Design if_fetch_stage_flat, sky130hd; sources not shown.
met4.png
Scale bar: 50 um.
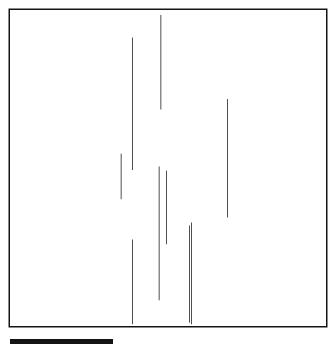
- longest straight run: 64.6 um
- wire length on this layer: 425 um
- nets with wire on the layer: 8
- main direction: vertical
final WL: 21300 um
DR vias: 5212

metal_stack.png
Scale bar: 50 um.
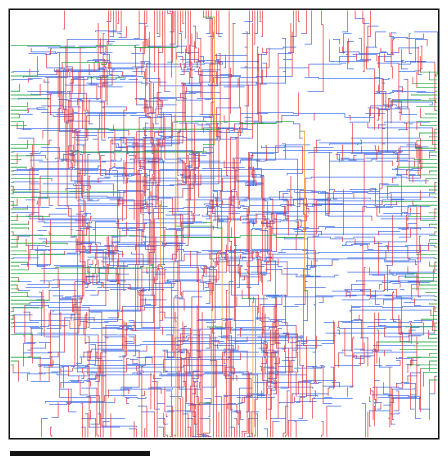
- met1: blue (wire length 9840 um)
- met3: green (wire length 1220 um)
- met4: orange (wire length 425 um)
- met2: red (wire length 9850 um)
wire per inst: 19.8 um
gr usage total: 0.181

gate_families.png
Scale bar: 50 um.
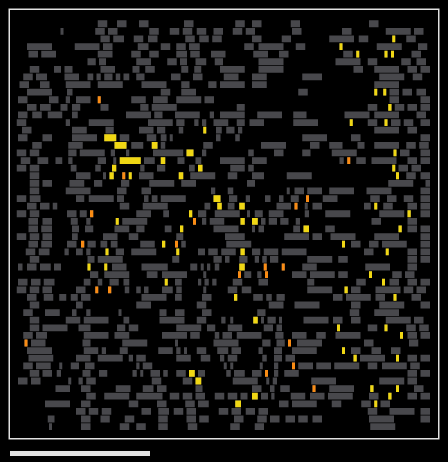
- NOR gates: yellow (cells 67; most used nor2_1; where spread over the die)
- inverters: orange (cells 20; most used inv_1)
Commonest Layout Cell: clkdlybuf4s50_1
Post-Layout Cell Count: 1079
combinational share of cell area: 0.356

final_placement.png
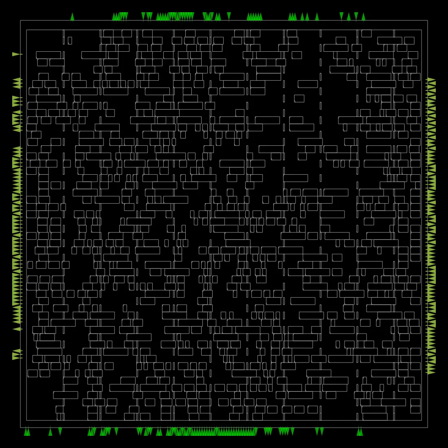
flop share of the area: 0.267
flop count: 97
Rows: 54
core region area: 21800 sq um
Post-Route Utilization: 0.417

==> flow_metrics.env <==
# physical design summary
export IMPL_synth_main_ff_cell="dfrtp_1"
export IMPL_numCtsBuffers=9
export IMPL_max_freq_mhz=383
export IMPL_area_leaders="dfrtp_1 (38%), mux2_4 (14%), mux2i_1 (7.2%), buf_4 (4.5%), mux2_2 (3.8%)"
export IMPL_synth_cells=584
export IMPL_yosysSeqAreaShare=0.390
export IMPL_top_area_cell="dfrtp_1"
export IMPL_cp_required_ns=3.50
export IMPL_grt_ovfl_total=0
export IMPL_ys_area_sq_um=6230
export IMPL_die_w_um=153
export IMPL_post_route_period_util=0.798
export IMPL_grt_pass1_wl_um=33200
export IMPL_clkSinkCount=97
export IMPL_path_max_fanout=8
export IMPL_yosysWarnings=6
export IMPL_syn2layout_area_growth_pct=46.1
export IMPL_start_kind="flop"
export IMPL_yosys_register_bits=97
export IMPL_crit_arrival_ns=2.84
export IMPL_yosysUniqueCellTypes=53
export IMPL_drc=0
export IMPL_postCtsSetupBuffers=0
export IMPL_fin_crit_ns=2.61
export IMPL_hold_violations=0
export IMPL_skew_ns=0.0118
export IMPL_crit_type="flop to flop"
export IMPL_yosysTopAreaCellShare=0.382
export IMPL_dpl_hpwl_um=15600
export IMPL_slew_viol_final=0
export IMPL_io_buffer_count=259
export IMPL_drive_gt1_frac=0.160
export IMPL_max_cap_viol_count=0
export IMPL_firstDrtPassIters=5
export IMPL_drtIter0Drc=213
export IMPL_log_warning_count=28
export IMPL_yosysCellCount=584
export IMPL_grt_pass1_vias=5636
export IMPL_avgSynthCellArea_sq_um=10.7
export IMPL_syn_area_sq_um=6230
export IMPL_ctsResizeCount=0
export IMPL_grt_max_degree=62
export IMPL_status="complete, no violations"
export IMPL_end_kind="flop"
export IMPL_clock_root_buffer="clkbuf_16"
export IMPL_htreeDepth=3
export IMPL_peakVddDrop_mv=0.212
export IMPL_cts_tree="built"
export IMPL_synthArstFlopShare=1.00
export IMPL_final_net_count=930
export IMPL_maxSlewHeadroom=0.431
export IMPL_setup_viol_count_final=0
export IMPL_cts_hold_buf=0
export IMPL_layout_top_cells="clkdlybuf4s50_1 (254), dfrtp_1 (95), mux2_4 (60)"
export IMPL_r2r_cells=7
export IMPL_clk_pin_slew_worst_paths_ns=0.08
export IMPL_r2r_setup_slack_ns=0.66
export IMPL_placed_cells=1063
export IMPL_initCoreUtil=0.285
export IMPL_power_density_nw_per_um2=448
export IMPL_antenna_found_initial=0
export IMPL_min_path_type="input pin to async pin"
export IMPL_clkLatencyLatePin_ns=0.36
export IMPL_final_setup_tns_ns=0
export IMPL_chipArea_sq_um=23500
export IMPL_total_power_mw=4.08
export IMPL_leakage_nw=4.03
export IMPL_edf_count=0
export IMPL_cts_max_path_buffers=2
## cell families after synthesis
family / after synthesis / share of synthesized area
AOI/OAI and AO/OA: 100 / 0.106
adders and majority gates: 1 / 0.00201
buffers and inverters: 94 / 0.0912
xor gates and xnor gates: 25 / 0.0351
other: 1 / 0.000602
DFF: 97 / 0.390
muxes: 126 / 0.255
and+or+nand+nor: 140 / 0.120
## critical path, stage by stage (launching register included)
cell and delay, ns:
dfrtp_1 0.51, ha_1 0.30, and4_1 0.51, nand4_2 0.23, nor3_1 0.33, xor2_1 0.15, o21a_1 0.21, mux2_4 0.26
## per-layer routing
layer	global-route usage	share of wire
met4	0.0534	0.020
met5	0	0
met1	0.243	0.46
met2	0.294	0.46
met3	0.0383	0.057
## report_power, final
group	internal, mW	switching (mW)
registers	1.36	0.186
logic	0.839	0.536
clock network	0.627	0.529
total	2.82	1.25
## layout make-up
class                      instances  area [sq um]
clock buffer                      10           239
clock inverter                     6          73.8
fill                            2388         12700
inverter                          20          75.1
multi-input combinational        394          3240
sequential                        97          2430
tap                              280           350
timing repair buffer             272          2690
## cells in the mapped netlist (14+ instances only)
cell and instances:
a21oi_1 15, a22oi_1 14, buf_4 37, clkbuf_1 17, dfrtp_1 95, inv_1 20
mux2_2 21, mux2_4 60, mux2i_1 45, nand2_1 28, nor2_1 44, o21ai_0 31
## per-stage QoR
step	cell area [sq um]	utilization	hold slack, ns	setup slack, ns
finish	9100	0.417	0.213	0.661
global route	9100	0.417	0.275	0.535
CTS	9100	0.417	0.254	0.607
detailed placement	8790	0.403	0.493	0.635
global placement	8790	0.403	0.496	0.688
floorplan	6230	-	0.195	1.21
